[src/rtl/switch_mcu_ifu_decode.sv]
// Instruction fetch and decode stage of the switch MCU core.
// Owns the PC, fetches one instruction per period over a req/ack port,
// decodes RV32I+Zicsr into one-hot flags and holds them for a fixed
// execute window while counting cycles for the downstream ALU units.
//
// state | meaning
// ------+---------------------------------------------------------------
// FETCH | imem request asserted at PC, waiting for ack
// EXEC  | IR decoded, flags valid, cycle_cnt sweeps 0..EXEC_CYCLES-1
// HALT  | ebreak retired; idle until reset
module switch_mcu_ifu_decode #(
   parameter logic [31:0] RESET_PC    = 32'h0000_0000,
   parameter int          EXEC_CYCLES = 4
) (
   input  logic        in_clk,
   input  logic        in_rst,
   output logic        out_imem_req,
   output logic [31:0] out_imem_addr,
   input  logic        in_imem_ack,
   input  logic [31:0] in_imem_rdata,
   input  logic        in_pc_load,
   input  logic [31:0] in_pc_next,
   output logic [31:0] out_pc_reg,
   output logic [3:0]  out_cycle_cnt,
   output logic        out_lui,
   output logic        out_auipc,
   output logic        out_jal,
   output logic        out_jalr,
   output logic        out_beq,
   output logic        out_bne,
   output logic        out_blt,
   output logic        out_bge,
   output logic        out_bltu,
   output logic        out_bgeu,
   output logic        out_lb,
   output logic        out_lh,
   output logic        out_lw,
   output logic        out_lbu,
   output logic        out_lhu,
   output logic        out_sb,
   output logic        out_sh,
   output logic        out_sw,
   output logic        out_addi,
   output logic        out_slti,
   output logic        out_sltiu,
   output logic        out_xori,
   output logic        out_ori,
   output logic        out_andi,
   output logic        out_slli,
   output logic        out_srli,
   output logic        out_srai,
   output logic        out_add,
   output logic        out_sub,
   output logic        out_sll,
   output logic        out_slt,
   output logic        out_sltu,
   output logic        out_xor,
   output logic        out_srl,
   output logic        out_sra,
   output logic        out_or,
   output logic        out_and,
   output logic        out_fence,
   output logic        out_fence_i,
   output logic        out_ecall,
   output logic        out_ebreak,
   output logic        out_csrrw,
   output logic        out_csrrs,
   output logic        out_csrrc,
   output logic        out_csrrwi,
   output logic        out_csrrsi,
   output logic        out_csrrci,
   output logic [4:0]  out_rs1,
   output logic [4:0]  out_rs2,
   output logic [4:0]  out_rd,
   output logic [11:0] out_imm_type_i,
   output logic [11:0] out_imm_type_s,
   output logic [11:0] out_imm_type_b,
   output logic [19:0] out_imm_type_u,
   output logic [18:0] out_imm_type_j,
   output logic        out_illegal,
   output logic        out_halted
);

   typedef enum logic [1:0] {
      S_FETCH = 2'd0,
      S_EXEC  = 2'd1,
      S_HALT  = 2'd2
   } state_t;

   localparam logic [3:0]  LAST_CNT   = 4'(EXEC_CYCLES - 1);
   localparam logic [31:0] INST_EBRK  = 32'h0010_0073;
   localparam logic [31:0] INST_ECALL = 32'h0000_0073;

   state_t      state_q, state_d;
   logic [31:0] pc_q;
   logic [31:0] ir_q;
   logic [3:0]  cnt_q;
   logic        pend_q;
   logic [31:0] pend_tgt_q;

   logic        last_cyc;
   logic [6:0]  opcode;
   logic [2:0]  funct3;
   logic [6:0]  funct7;

   assign last_cyc = (state_q == S_EXEC) && (cnt_q == LAST_CNT);
   assign opcode   = ir_q[6:0];
   assign funct3   = ir_q[14:12];
   assign funct7   = ir_q[31:25];

   // State register
   always_ff @(posedge in_clk) begin
      if (!in_rst) state_q <= S_FETCH;
      else         state_q <= state_d;
   end

   // Next-state and fetch-port outputs
   always_comb begin
      state_d       = state_q;
      out_imem_req  = 1'b0;
      out_halted    = 1'b0;
      case (state_q)
         S_FETCH: begin
            out_imem_req = 1'b1;
            if (in_imem_ack) state_d = S_EXEC;
         end
         S_EXEC: begin
            if (last_cyc) state_d = (ir_q == INST_EBRK) ? S_HALT : S_FETCH;
         end
         S_HALT: begin
            out_halted = 1'b1;
         end
         default: state_d = S_FETCH;
      endcase
   end

   // PC, IR, cycle counter and pending-redirect registers
   always_ff @(posedge in_clk) begin
      if (!in_rst) begin
         pc_q       <= RESET_PC;
         ir_q       <= 32'h0;
         cnt_q      <= 4'd0;
         pend_q     <= 1'b0;
         pend_tgt_q <= 32'h0;
      end else begin
         if (state_q == S_FETCH && in_imem_ack) begin
            ir_q  <= in_imem_rdata;
            cnt_q <= 4'd0;
         end
         if (state_q == S_EXEC) begin
            if (in_pc_load) begin
               pend_q     <= 1'b1;
               pend_tgt_q <= in_pc_next & 32'hFFFF_FFFC;
            end
            if (last_cyc) begin
               // a redirect pulse in the final cycle still wins
               if (in_pc_load)  pc_q <= in_pc_next & 32'hFFFF_FFFC;
               else if (pend_q) pc_q <= pend_tgt_q;
               else             pc_q <= pc_q + 32'd4;
               pend_q <= 1'b0;
               cnt_q  <= 4'd0;
            end else begin
               cnt_q <= cnt_q + 4'd1;
            end
         end
      end
   end

   assign out_pc_reg     = pc_q;
   assign out_imem_addr  = pc_q;
   assign out_cycle_cnt  = cnt_q;
   assign out_rs1        = ir_q[19:15];
   assign out_rs2        = ir_q[24:20];
   assign out_rd         = ir_q[11:7];
   assign out_imm_type_i = ir_q[31:20];
   assign out_imm_type_s = {ir_q[31:25], ir_q[11:7]};
   assign out_imm_type_b = {ir_q[31], ir_q[7], ir_q[30:25], ir_q[11:8]};
   assign out_imm_type_u = ir_q[31:12];
   assign out_imm_type_j = {ir_q[31], ir_q[19:12], ir_q[20], ir_q[30:22]};

   // One-hot decode of IR, only driven while executing
   always_comb begin
      out_lui = 1'b0;    out_auipc = 1'b0;  out_jal = 1'b0;    out_jalr = 1'b0;
      out_beq = 1'b0;    out_bne = 1'b0;    out_blt = 1'b0;    out_bge = 1'b0;
      out_bltu = 1'b0;   out_bgeu = 1'b0;
      out_lb = 1'b0;     out_lh = 1'b0;     out_lw = 1'b0;     out_lbu = 1'b0;
      out_lhu = 1'b0;
      out_sb = 1'b0;     out_sh = 1'b0;     out_sw = 1'b0;
      out_addi = 1'b0;   out_slti = 1'b0;   out_sltiu = 1'b0;  out_xori = 1'b0;
      out_ori = 1'b0;    out_andi = 1'b0;   out_slli = 1'b0;   out_srli = 1'b0;
      out_srai = 1'b0;
      out_add = 1'b0;    out_sub = 1'b0;    out_sll = 1'b0;    out_slt = 1'b0;
      out_sltu = 1'b0;   out_xor = 1'b0;    out_srl = 1'b0;    out_sra = 1'b0;
      out_or = 1'b0;     out_and = 1'b0;
      out_fence = 1'b0;  out_fence_i = 1'b0; out_ecall = 1'b0; out_ebreak = 1'b0;
      out_csrrw = 1'b0;  out_csrrs = 1'b0;  out_csrrc = 1'b0;
      out_csrrwi = 1'b0; out_csrrsi = 1'b0; out_csrrci = 1'b0;
      out_illegal = 1'b0;
      if (state_q == S_EXEC) begin
         case (opcode)
            7'b0110111: out_lui   = 1'b1;
            7'b0010111: out_auipc = 1'b1;
            7'b1101111: out_jal   = 1'b1;
            7'b1100111: begin
               if (funct3 == 3'b000) out_jalr = 1'b1;
               else                  out_illegal = 1'b1;
            end
            7'b1100011: begin
               case (funct3)
                  3'b000:  out_beq  = 1'b1;
                  3'b001:  out_bne  = 1'b1;
                  3'b100:  out_blt  = 1'b1;
                  3'b101:  out_bge  = 1'b1;
                  3'b110:  out_bltu = 1'b1;
                  3'b111:  out_bgeu = 1'b1;
                  default: out_illegal = 1'b1;
               endcase
            end
            7'b0000011: begin
               case (funct3)
                  3'b000:  out_lb  = 1'b1;
                  3'b001:  out_lh  = 1'b1;
                  3'b010:  out_lw  = 1'b1;
                  3'b100:  out_lbu = 1'b1;
                  3'b101:  out_lhu = 1'b1;
                  default: out_illegal = 1'b1;
               endcase
            end
            7'b0100011: begin
               case (funct3)
                  3'b000:  out_sb = 1'b1;
                  3'b001:  out_sh = 1'b1;
                  3'b010:  out_sw = 1'b1;
                  default: out_illegal = 1'b1;
               endcase
            end
            7'b0010011: begin
               case (funct3)
                  3'b000: out_addi  = 1'b1;
                  3'b010: out_slti  = 1'b1;
                  3'b011: out_sltiu = 1'b1;
                  3'b100: out_xori  = 1'b1;
                  3'b110: out_ori   = 1'b1;
                  3'b111: out_andi  = 1'b1;
                  3'b001: begin
                     if (funct7 == 7'b0000000) out_slli = 1'b1;
                     else                      out_illegal = 1'b1;
                  end
                  default: begin
                     if (funct7 == 7'b0000000)      out_srli = 1'b1;
                     else if (funct7 == 7'b0100000) out_srai = 1'b1;
                     else                           out_illegal = 1'b1;
                  end
               endcase
            end
            7'b0110011: begin
               if (funct7 == 7'b0000000) begin
                  case (funct3)
                     3'b000:  out_add  = 1'b1;
                     3'b001:  out_sll  = 1'b1;
                     3'b010:  out_slt  = 1'b1;
                     3'b011:  out_sltu = 1'b1;
                     3'b100:  out_xor  = 1'b1;
                     3'b101:  out_srl  = 1'b1;
                     3'b110:  out_or   = 1'b1;
                     default: out_and  = 1'b1;
                  endcase
               end else if (funct7 == 7'b0100000 && funct3 == 3'b000) begin
                  out_sub = 1'b1;
               end else if (funct7 == 7'b0100000 && funct3 == 3'b101) begin
                  out_sra = 1'b1;
               end else begin
                  out_illegal = 1'b1;
               end
            end
            7'b0001111: begin
               if (funct3 == 3'b000)      out_fence   = 1'b1;
               else if (funct3 == 3'b001) out_fence_i = 1'b1;
               else                       out_illegal = 1'b1;
            end
            7'b1110011: begin
               case (funct3)
                  3'b000: begin
                     if (ir_q == INST_ECALL)     out_ecall   = 1'b1;
                     else if (ir_q == INST_EBRK) out_ebreak  = 1'b1;
                     else                        out_illegal = 1'b1;
                  end
                  3'b001:  out_csrrw  = 1'b1;
                  3'b010:  out_csrrs  = 1'b1;
                  3'b011:  out_csrrc  = 1'b1;
                  3'b101:  out_csrrwi = 1'b1;
                  3'b110:  out_csrrsi = 1'b1;
                  3'b111:  out_csrrci = 1'b1;
                  default: out_illegal = 1'b1;
               endcase
            end
            default: out_illegal = 1'b1;
         endcase
      end
   end

endmodule
[config.mk]
export PLATFORM = sky130hd
export DESIGN_NAME = switch_mcu_ifu_decode
export DESIGN_NICKNAME = d
export VERILOG_FILES = /design/src/rtl/switch_mcu_ifu_decode.sv
export SDC_FILE = /design/constraint.sdc
export NUM_CORES = 1
export LEC_CHECK = 0
export ABC_CLOCK_PERIOD_IN_PS = 4650
export CAP_MARGIN = 10
export CORE_MARGIN = 3
export CORE_UTILIZATION = 46
export CTS_CLUSTER_DIAMETER = 50
export DETAILED_ROUTE_END_ITERATION = 10
export PLACE_DENSITY_LB_ADDON = 0.25
export SYNTH_ARGS = -nofsm -noshare
export SYNTH_HDL_FRONTEND = slang
export SYNTH_SLANG_ARGS = --single-unit
[constraint.sdc]
create_clock -name in_clk -period 4.65 [get_ports in_clk]
set_input_delay 0.93 -clock in_clk [delete_from_list [all_inputs] [get_ports in_clk]]
set_output_delay 0.93 -clock in_clk [all_outputs]
set_load 0.05 [all_outputs]
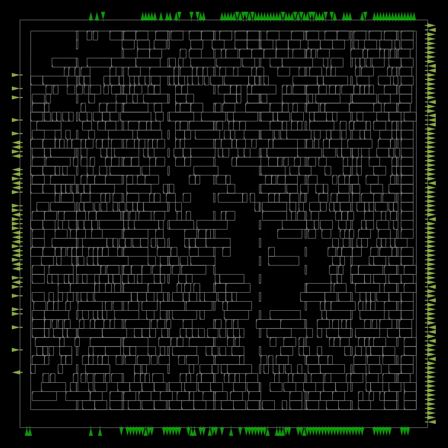
Fig. 1. Placed standard cells (run 1).
well tap count: 176
filler instances: 1241
num rows: 42
count of flip-flops and latches: 99

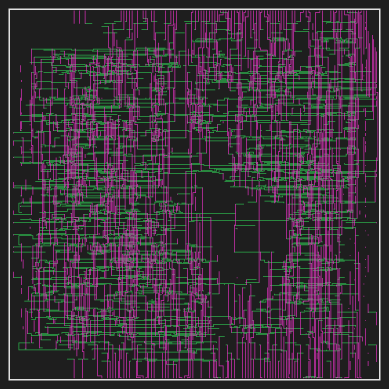
Fig. 2. Routed metal, one color a layer (run 1).
Drawn at 3 px/um. Two of the layers only.
Key: magenta = met2 [wire length 10100 um]; green = met1 [wire length 7980 um]
post-DR wirelength/cell: 16.6 um
WL final: 19800 um
GRT Total Usage: 24.9%
via count: 6431

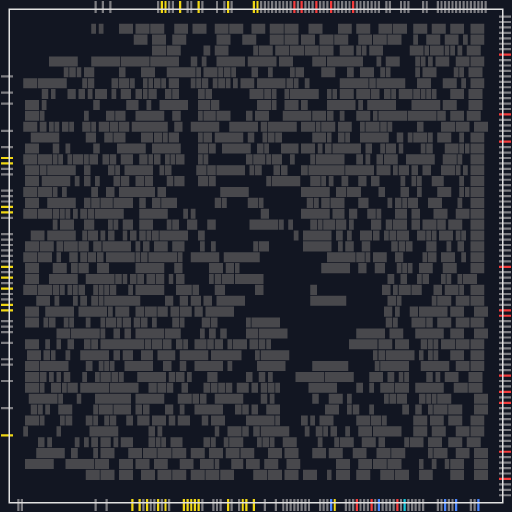
Fig. 3. I/O pins on the die edge (run 1).
Drawn at 4 px/um. Pins as bars across the die edge, other pins in gray.
Key: yellow = `out_imem_addr` [pins 32, direction output, edge 15 south, 10 west, 7 north]; blue = `out_rs2` [pins 5, direction output, edge south]; cyan = `out_srai` [pins 1, direction output, edge south]; red = `out_imm_type_j` [pins 19, direction output, edge 11 east, 5 north, 3 south]
All pins by edge: 89 east, 75 south, 73 north, 39 west.

-- run 1: power groups by stage --
stage,registers (uW),clock network (uW),logic [uW]
after floorplan,927,0,408
after global placement,935,0,533
after detailed placement,937,0,537
after CTS,918,766,538
after global routing,923,806,569
final,918,752,537
-- run 1: cells in the final DEF, fill, tap and decap left out, drive strengths merged, types with 3 or more instances in the layout --
master	instances
or3	5
nand3	22
nand2	191
a211oi	7
mux2i	8
o21ai	43
buf	14
dfxtp	99
clkdlybuf4s50	268
nor4	16
or4	8
o211ai	3
nor2	72
nand4b	3
conb	4
and2	3
nand4	20
nand2b	6
and4	5
nor3	13
nand3b	4
nor2b	9
clkinv	3
nor3b	7
or2	4
clkbuf	11
inv	14
a31oi	9
xnor2	4
and3	4
a21oi	104
-- run 1: metal layers --
metal	vias up	track usage, %	part of all wire, %
li1	3183	-	-
met1	2960	31.2	40
met2	255	43.7	51
met3	33	3.80	6.8
met4	0	8.58	2.3
met5	-	0	0
-- run 1: cells by family (layout without fill, tap and decap cells) --
| logic type | after synthesis | in the layout | share of synthesized area [%] |
|---|---|---|---|
| adders and majority gates | 2 | 2 | 0.397 |
| DFF | 99 | 99 | 31.5 |
| and+or+nand+nor | 395 | 395 | 29.5 |
| buffers and inverters | 196 | 312 | 19.1 |
| AOI/OAI and AO/OA | 193 | 193 | 17.4 |
| xor gates and xnor gates | 5 | 5 | 0.695 |
| other | 1 | 4 | 0.0595 |
| muxes | 9 | 9 | 1.45 |
-- run 1: tightest hold or removal path: stages (launching register included) --
cell and delay, ns:
dfxtp_1 0.31, nand2_1 0.05, a21oi_1 0.05
-- run 1: final cells by class --
type	count	area, um^2	area share, %
Multi-Input combinational cell	608	3130	36.9
Timing Repair Buffer	282	2800	33.0
Clock inverter	5	52.6	0.620
Tap cell	176	220	2.60
Inverter	14	52.6	0.620
Clock buffer	11	243	2.86
Sequential cell	99	1980	23.4
-- run 1: flip-flops by register name (all words and copies together) (netlist names) --
name	cells
pend_q	1
ir_q	32
state_q	2
out_cycle_cnt	4
pend_tgt_q	30
out_imem_addr	30
-- run 1: path summary, 6_finish.rpt --
path / startpoint / to / slack, ns / depth (start not counted)
setup / recovery: ir_q[25]$_SDFFE_PN0P_ / out_ebreak / 0.43 / 7
hold / removal: pend_tgt_q[28]$_SDFFE_PN0P_ / pend_tgt_q[28]$_SDFFE_PN0P_ / 0.46 / 2
setup reg to reg: out_cycle_cnt[0]$_SDFFE_PN0P_ / out_imem_addr[27]$_SDFFE_PN0P_ / 1.90 / 6
hold reg to reg: pend_tgt_q[28]$_SDFFE_PN0P_ / pend_tgt_q[28]$_SDFFE_PN0P_ / 0.46 / 2
-- run 1: stage by stage --
step | power [uW] | util, % | hold slack [ns] | area [um^2]
after floorplan | 1330 | - | 0.436 | 6310
after global placement | 1470 | 61.5 | 0.442 | 8180
after detailed placement | 1470 | 61.5 | 0.447 | 8180
after CTS | 2220 | 63.7 | 0.455 | 8470
after global routing | 2300 | 63.7 | 0.474 | 8470
final | 2210 | 63.7 | 0.456 | 8470
==> flow_summary.yaml, run 1 <==
# flow metrics
run_status:
  status: "completed"
final_timing:
  skew_ns: 0.00530
  fmax_ghz: 0.237
  fin_setup_tns_ns: 0
  worstMarginPinSlew_ns: 1.13
  timing.slew.headroom_pct: 24.4
  rsz0062_at_grt: "false"
  hold_viol_final: 0
  setup_violations: 0
  final_max_slew_viol_count: 0
critical_path:
  worst_path_largest_cell_delay_ns: 0.83
  worst-path-max-fanout: 7
  startpoint_type: "flop"
  critPathRequiredTime_ns: 3.72
  critPathCaptureType: "output port"
  cp_slowest_cell: "clkdlybuf4s50_1"
  path_buffers: 2
  critical-path-top-delay-family: "simple AND/OR/NAND/NOR gates"
  crit_arrival_ns: 3.29
  cpMostUsedCell: "or4_1"
routing:
  drc: 0
  ant_nets: 0
  vias_per_cell: 5.38
clock_network:
  clk_latency_ns: 0.34
  cts-root-buf: "clkbuf_16"
  clockBufferDepth: 2
  cts_hold_buf: 0
  clk_pin_slew_worst_paths_ns: 0.06
  cts_buffers: 9
  clock_sinks: 99
worst_hold_path:
  min_path_type: "flop to flop"
global_route:
  grt_max_degree: 53
  antenna_found_initial: 0
  grt_pass1_wl_um: 30000
pwr:
  p_sw_share_pct: 32.3
  worst_ir_drop_vdd_uv: 171
  p_clk_share_pct: 34.1
  leakagePower_uw: 0.00279
  p_sw_uw: 713
  combPwrFrac_pct: 24.3
  seqPwrFrac_pct: 41.6
  pwr_density_cell_nw_per_um2: 260
  internal_power_uw: 1490
synth:
  synth.avg_cell_area_um2: 7.00
  synthArstFlopShare_pct: 0
  postSynthSeqShare_pct: 31.5
  ys_ff: 99
  synth_area_um2: 6300
  synth.yosys.num_cells: 900
  synthesis.instances: 900
  top_cells_by_area: "dfxtp_1, buf_4, nand2_1"
  ys_chip_area_um2: 6300
  yosys_warnings: 0
  synth.most_common_cell: "nand2_1"
  edf_count: 0
  top_area_cell: "dfxtp_1"
final_layout:
  nets: 1084
  fin_cells: 1195
  drive_gt1_share_pct: 4.02
  diodes: 0
floorplan:
  die_area_um2: 15100
  dieWidth_um: 123
  die_h_um: 123
  core_area_um2: 13300
job:
  warning_count: 28
placed_design:
  dp.cells: 1179
  port_buffers: 269
  hpwl_um: 14400
  gp_congestion: 0.957
==> inputs of run 2 (changes only) <==
--- a/config.mk
+++ b/config.mk
@@ -11,7 +11,8 @@
 export CORE_UTILIZATION = 46
 export CTS_CLUSTER_DIAMETER = 50
 export DETAILED_ROUTE_END_ITERATION = 10
-export PLACE_DENSITY_LB_ADDON = 0.25
+export PLACE_DENSITY = 0.84
+export SLEW_MARGIN = 30
 export SYNTH_ARGS = -nofsm -noshare
 export SYNTH_HDL_FRONTEND = slang
 export SYNTH_SLANG_ARGS = --single-unit
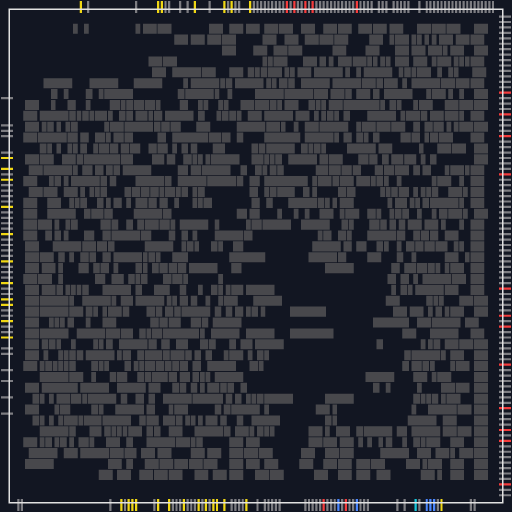
Fig. 4. I/O pins on the die edge (run 2).
Drawn at 4 px/um. Pins as bars across the die edge, other pins in gray.
Key: cyan = `out_srai` [pins 1, direction output, edge south]; red = `out_imm_type_j` [pins 19, direction output, edge 12 east, 5 north, 2 south]; blue = `out_rs2` [pins 5, direction output, edge south]; yellow = `out_imem_addr` [pins 32, direction output, edge 14 south, 11 west, 7 north]
All pins by edge: 89 east, 78 north, 65 south, 44 west.

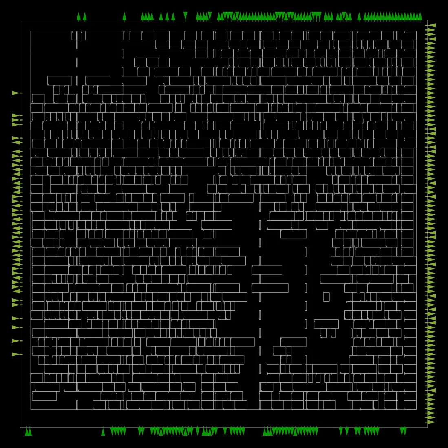
Fig. 5. Placed standard cells (run 2).
fin util: 63.8%
core region area: 13300 um^2

==> run 2 against run 1 <==
Critical endpoint is now out_xor. Routed wire length down 1.3%. First-iteration DRC count down 10%. Register-to-register slack got worse by 0.11 ns. Utilization about the same. Critical path depth is 2 lower. Sequential cell count unchanged. Combinational power is 1% lower. Die area did not move. Final area is essentially flat. Fmax up 1.0%. Worst hold slack worse by 0.0030 ns. Synthesized cell count unchanged.
==> flow_summary.yaml, run 2 <==
# flow metrics
synth:
  top_cells_by_area: "dfxtp_1, buf_4, nand2_1"
  synth_area_um2: 6300
  ys_sh_simple_pct: 29.5
  mux_area_share_pct: 1.45
  synthAdderAreaFrac_pct: 0.397
  ys_chip_area_um2: 6300
  synth.most_common_cell: "nand2_1"
  ys_ff: 99
pwr:
  worst_ir_drop_vdd_uv: 320
  pwr_density_cell_nw_per_um2: 266
global_route:
  grt_max_degree: 67
  antenna_found_initial: 0
  grt_pass1_wl_um: 29800
critical_path:
  critPathRequiredTime_ns: 3.72
  worst_path_largest_cell_delay_ns: 0.82
  cp_slowest_cell: "clkdlybuf4s50_1"
  cpMostUsedCell: "or4_1"
  startpoint_type: "flop"
run_status:
  status: "completed"
placed_design:
  hpwl_um: 14000
  port_buffers: 269
clock_network:
  cts_buffers: 9
  clockBufferDepth: 2
  clock_sinks: 99
  clk_pin_slew_worst_paths_ns: 0.07
job:
  warning_count: 28
final_layout:
  final_area_um2: 8480
  registers.top_by_ff_count: "ir_q"
  diodes: 0
  largest_reg_flops: 32
  mostFrequentLayoutCells: "clkdlybuf4s50_1, nand2_1, a21oi_1"
final_timing:
  worstMarginPinSlew_ns: 0.938
  rsz0062_at_grt: "false"
  setup_violations: 0
  fmax_ghz: 0.239
  skew_ns: 0.00810
  hold_viol_final: 0
routing:
  dr_total_vias: 6568
  ant_nets: 0
  vias_per_cell: 5.50
worst_hold_path:
  min_path_type: "flop to flop"
floorplan:
  rows: 42
  die_h_um: 123
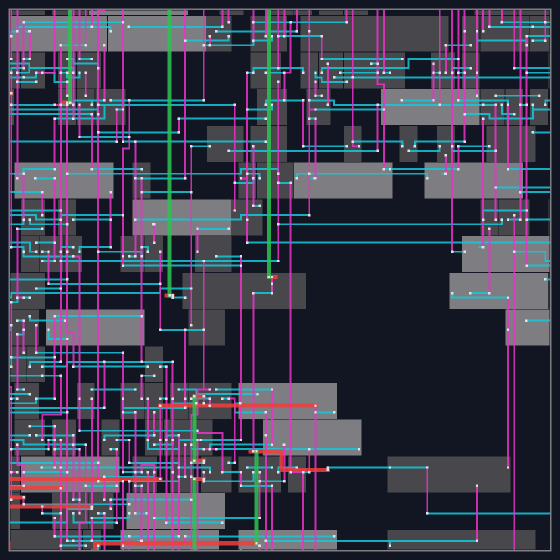
Fig. 6. A small window of the routed layout (run 2).
Region (42, 42) to (82, 82) um. Cells in gray, sequential cells in the stronger gray; small squares are vias.
Key: magenta = met2; red = met3; green = met4; cyan = met1
Most frequent: nand2_1 (19), dfxtp_1 (16). Sequential cells in the window: 16. 89 logic cells have their middle in the window. Netlist names of flops here include `out_imem_addr` (5), `pend_tgt_q` (4), `ir_q` (2).

run 2: cell counts after synthesis:
No cell type changed its count.
run 2: metal layers:
layer  vias to the layer above  wire, um  global-route usage, %
met5                         -         0                      0
met3                        50      1690                   6.63
met1                      3023      7640                   28.6
li1                       3190         -                      -
met2                       305      9670                   42.6
met4                         0       598                   9.69
run 2: stage by stage:
step                      util, %  hold WS, ns  setup slack (ns)  total power, uW
final                        63.8        0.453             0.473             2260
after global routing         63.8        0.467             0.248             2340
after CTS                    63.7        0.456             0.466             2270
after detailed placement     61.4        0.447             0.852             1470
after global placement       61.4        0.441             0.877             1460
after floorplan                 -        0.436             0.496             1330
run 2: kinds of logic after synthesis:
group / count (synthesis)
flops: 99
xor+xnor: 5
mux: 9
compound gates: 193
other cells: 1
fa+ha+maj: 2
simple gates: 395
buf+inv: 196
run 2: area by class of cell:
| type | instances | area (um^2) |
|---|---|---|
| Fill cell | 1159 | 4810 |
| Multi-Input combinational cell | 608 | 3130 |
| Timing Repair Buffer | 282 | 2780 |
| Sequential cell | 99 | 1980 |
| Clock buffer | 10 | 229 |
| Tap cell | 176 | 220 |
| Clock inverter | 6 | 80.1 |
| Inverter | 14 | 52.6 |
run 2: tightest hold or removal path, cell delays in order, from the launching register on:
cell     delay, ns
dfxtp_1       0.31
nand2_1       0.05
a21oi_1       0.05
run 2: path summary, 6_finish.rpt:
path	start	to	slack (ns)	cells after the start
setup / recovery	ir_q[25]$_SDFFE_PN0P_	out_xor	0.47	5
hold / removal	pend_tgt_q[8]$_SDFFE_PN0P_	pend_tgt_q[8]$_SDFFE_PN0P_	0.45	2
setup reg to reg	out_cycle_cnt[0]$_SDFFE_PN0P_	out_imem_addr[17]$_SDFFE_PN0P_	1.79	6
hold reg to reg	pend_tgt_q[8]$_SDFFE_PN0P_	pend_tgt_q[8]$_SDFFE_PN0P_	0.45	2
run 2: report_power, final:
group / internal (uW) / switching [uW]
combinational: 185 / 347
sequential: 879 / 42.6
clock: 469 / 335
==> inputs of run 3 (changes only) <==
==> config.mk (replaced) <==
export PLATFORM = sky130hd
export DESIGN_NAME = switch_mcu_ifu_decode
export DESIGN_NICKNAME = d
export VERILOG_FILES = /design/src/rtl/switch_mcu_ifu_decode.sv
export SDC_FILE = /design/constraint.sdc
export NUM_CORES = 1
export LEC_CHECK = 0
export ABC_AREA = 1
export ABC_CLOCK_PERIOD_IN_PS = 4900
export CAP_MARGIN = 10
export CORE_MARGIN = 3
export CORE_UTILIZATION = 47
export CTS_CLUSTER_DIAMETER = 50
export DETAILED_ROUTE_END_ITERATION = 10
export PLACE_DENSITY = 0.85
export SLEW_MARGIN = 30
export SYNTH_ARGS = -nofsm -noshare
export SYNTH_HDL_FRONTEND = slang
export SYNTH_SLANG_ARGS = --single-unit
export TNS_END_PERCENT = 100
==> constraint.sdc (replaced) <==
create_clock -name in_clk -period 4.9 [get_ports in_clk]
set_input_delay 0.98 -clock in_clk [delete_from_list [all_inputs] [get_ports in_clk]]
set_output_delay 0.98 -clock in_clk [all_outputs]
set_load 0.05 [all_outputs]
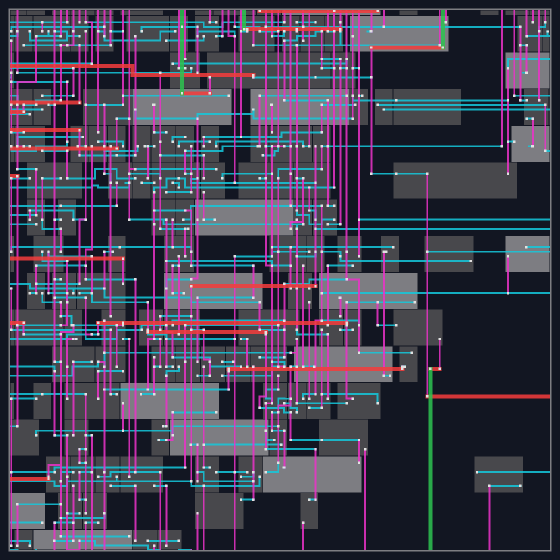
Fig. 7. A small window of the routed layout (run 3).
Region (42, 42) to (82, 82) um. Cells in gray, sequential cells in the stronger gray; small squares are vias.
Key: red = met3; cyan = met1; green = met4; magenta = met2
Most frequent: o21ai_0 (17), a21oi_1 (14), inv_1 (12). 112 logic cells have their middle in the window. Netlist names of flops here include `out_imem_addr` (6), `pend_tgt_q` (4). Sequential cells in the window: 11.

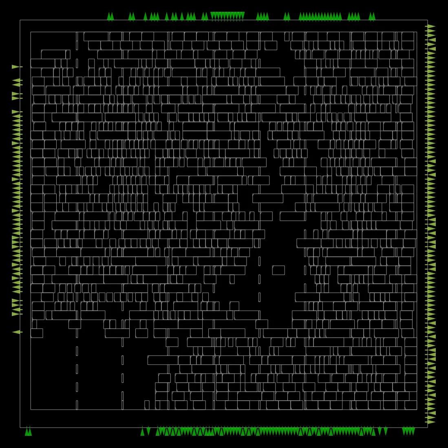
Fig. 8. Placed standard cells (run 3).
filler instances: 1223
non-filler cells, final: 1315
Seq/total area: 23.0%

==> run 3 against run 2 <==
Synthesized area up 2.7%. First-iteration DRC count shrank 1.3%. Combinational power increased by 17%. Register-to-register slack gained 0.82 ns. Sequential share of layout area decreased by 0.36 points. Die area up 0.47%. Clock skew is 0.00052 ns lower. Utilization is 0.73 points higher. Global-route usage up 1.2 points. Critical endpoint is now out_jalr.
==> flow_summary.yaml, run 3 <==
# flow metrics
worst_hold_path:
  min_to: "pend_tgt_q[25]$_SDFFE_PN0P_"
  hold_depth: 2
  worstHoldStart: "pend_tgt_q[25]$_SDFFE_PN0P_"
  min_path_type: "flop to flop"
run_status:
  status: "completed"
clock_network:
  cts-root-buf: "clkbuf_16"
  clockBufferDepth: 2
  post_cts_resized: 0
  post_cts_buffers: 0
  cts_buffers: 9
  htreeDepth: 3
  clk_latency_ns: 0.35
  cts_hold_buf: 0
  clock_sinks: 99
  cts_tree: "yes"
  clk_pin_slew_worst_paths_ns: 0.07
synth:
  synth.avg_cell_area_um2: 6.41
  synthArstFlopShare_pct: 0
  top_cells_by_area: "dfxtp_1, buf_4, nor2_1"
  synth.yosys.num_cells: 1009
  top_area_cell: "dfxtp_1"
  common_cells: "nor2_1, nand2_1, buf_4"
  ys_chip_area_um2: 6470
  synthesis.instances: 1009
  postSynthSeqShare_pct: 30.6
  edf_count: 0
  ys_ff: 99
  synth_area_um2: 6470
  yosys_warnings: 0
  synth.most_common_cell: "nor2_1"
routing:
  drc: 0
  wl_per_cell_um: 15.1
  dr.pass1.iters: 5
  wl_um: 19900
  dr_total_vias: 6791
  vias_per_cell: 5.16
  drt_iter0_markers: 553
  ant_nets: 0
critical_path:
  startpoint_type: "flop"
  critPathCaptureType: "output port"
  timing.rr.start: "state_q[0]$_SDFFE_PN0P_"
  worst-path-max-fanout: 9
  rrSetupSlack_ns: 2.61
  reg2reg_to: "out_cycle_cnt[2]$_SDFFE_PN0P_"
  crit_arrival_ns: 2.78
  critPathRequiredTime_ns: 3.92
  reg2regPathDepth: 7
floorplan:
  rows: 42
  core_area_um2: 13300
  dieWidth_um: 123
  die_area_um2: 15200
  die_h_um: 123
final_timing:
  fin_crit_ns: 3.76
  timing.slew.headroom_pct: 57.8
  rsz0062_at_grt: "false"
  fin_setup_tns_ns: 0
  skew_ns: 0.00758
  fmax_ghz: 0.266
  hold_viol_final: 0
  final_max_slew_viol_count: 0
  setup_violations: 0
  worstMarginPinSlew_ns: 0.633
placed_design:
  hpwl_um: 15000
  port_buffers: 269
  gp_congestion: 0.972
job:
  cap_viol_max_count: 0
  warning_count: 28
global_route:
  antenna_found_initial: 0
  grt_pass1_wl_um: 31000
  grt_usage_pct: 25.7
  grt_max_degree: 72
pwr:
  worst_ir_drop_vdd_uv: 144
  power_uw: 2170
  pwr_density_cell_nw_per_um2: 251
  leakagePower_uw: 0.00312
final_layout:
  diodes: 0
  largest_reg_flops: 32
  drive_gt1_share_pct: 3.60
  registers.top_by_ff_count: "ir_q"
  lay_top_count: "clkdlybuf4s50_1"
  nets: 1206
  mostFrequentLayoutCells: "clkdlybuf4s50_1, nor2_1, nand2_1"
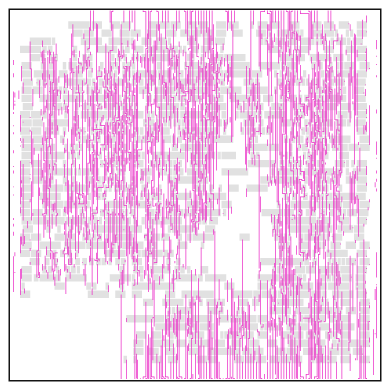
Fig. 9. The metal 2 layer (run 3).
Drawn at 3 px/um. Cells faint in the background.
994 nets have wire on it. The layer carries 10300 um of wire. The longest straight run is 49.1 um. The layer holds 52% of the routed length.

## run 3: power breakdown
group | switching, uW | internal (uW)
Combinational | 415 | 204
Sequential | 40.2 | 846
Clock | 306 | 353
## run 3: critical path, stage by stage, from the launching register on
cell and delay [ns]:
dfxtp_1 0.36, inv_1 0.18, nand2_1 0.08, nor2_1 0.26
nand2_1 0.32, nor4_1 0.35, clkdlybuf4s50_1 0.87
## run 3: worst max-delay path by stage
stage                           from  slack, ns  depth (start not counted)   endpoint
6_report       ir_q[13]$_SDFFE_PN0P_       1.14                          6   out_jalr
3_5_place_dp   ir_q[13]$_SDFFE_PN0P_       1.60                          6  out_ecall
3_3_place_gp   ir_q[13]$_SDFFE_PN0P_       1.58                          6  out_ecall
5_1_grt        ir_q[13]$_SDFFE_PN0P_       1.05                          6  out_ecall
4_1_cts        ir_q[13]$_SDFFE_PN0P_       1.20                          6  out_ecall
2_1_floorplan   ir_q[1]$_SDFFE_PN0P_       1.49                          6  out_ecall
## run 3: final cells by class
type / instances / area [um^2] / area share, %
Sequential cell: 99 / 1980 / 23.0
Inverter: 89 / 334 / 3.88
Timing Repair Buffer: 275 / 2730 / 31.7
Tap cell: 176 / 220 / 2.56
Clock buffer: 12 / 246 / 2.86
Multi-Input combinational cell: 662 / 3080 / 35.8
Clock inverter: 2 / 13.8 / 0.160
## run 3: cell families after synthesis
kind of cell	count (synthesis)	synth area share (%)
flops	99	30.6
compound gates	225	18.3
buf+inv	251	21.9
xor+xnor	10	1.35
fa+ha+maj	2	0.387
other cells	1	0.0580
simple gates	421	27.3
## run 3: routing by layer
layer | wire length, um | track usage, %
met5 | 0 | 0
met4 | 329 | 8.03
met3 | 1700 | 5.49
met2 | 10300 | 45.8
met1 | 7600 | 30.7
## run 3: metrics by stage
stage	instances	area (um^2)	util, %	setup slack (ns)	hold WS [ns]
floorplan	1012	6480	-	1.49	0.425
global placement	1301	8350	62.5	1.58	0.440
detailed placement	1301	8350	62.5	1.60	0.446
CTS	1315	8610	64.5	1.20	0.456
global route	1315	8610	64.5	1.05	0.467
finish	1315	8610	64.5	1.14	0.454
Power is estimated from default activity; no workload was simulated.
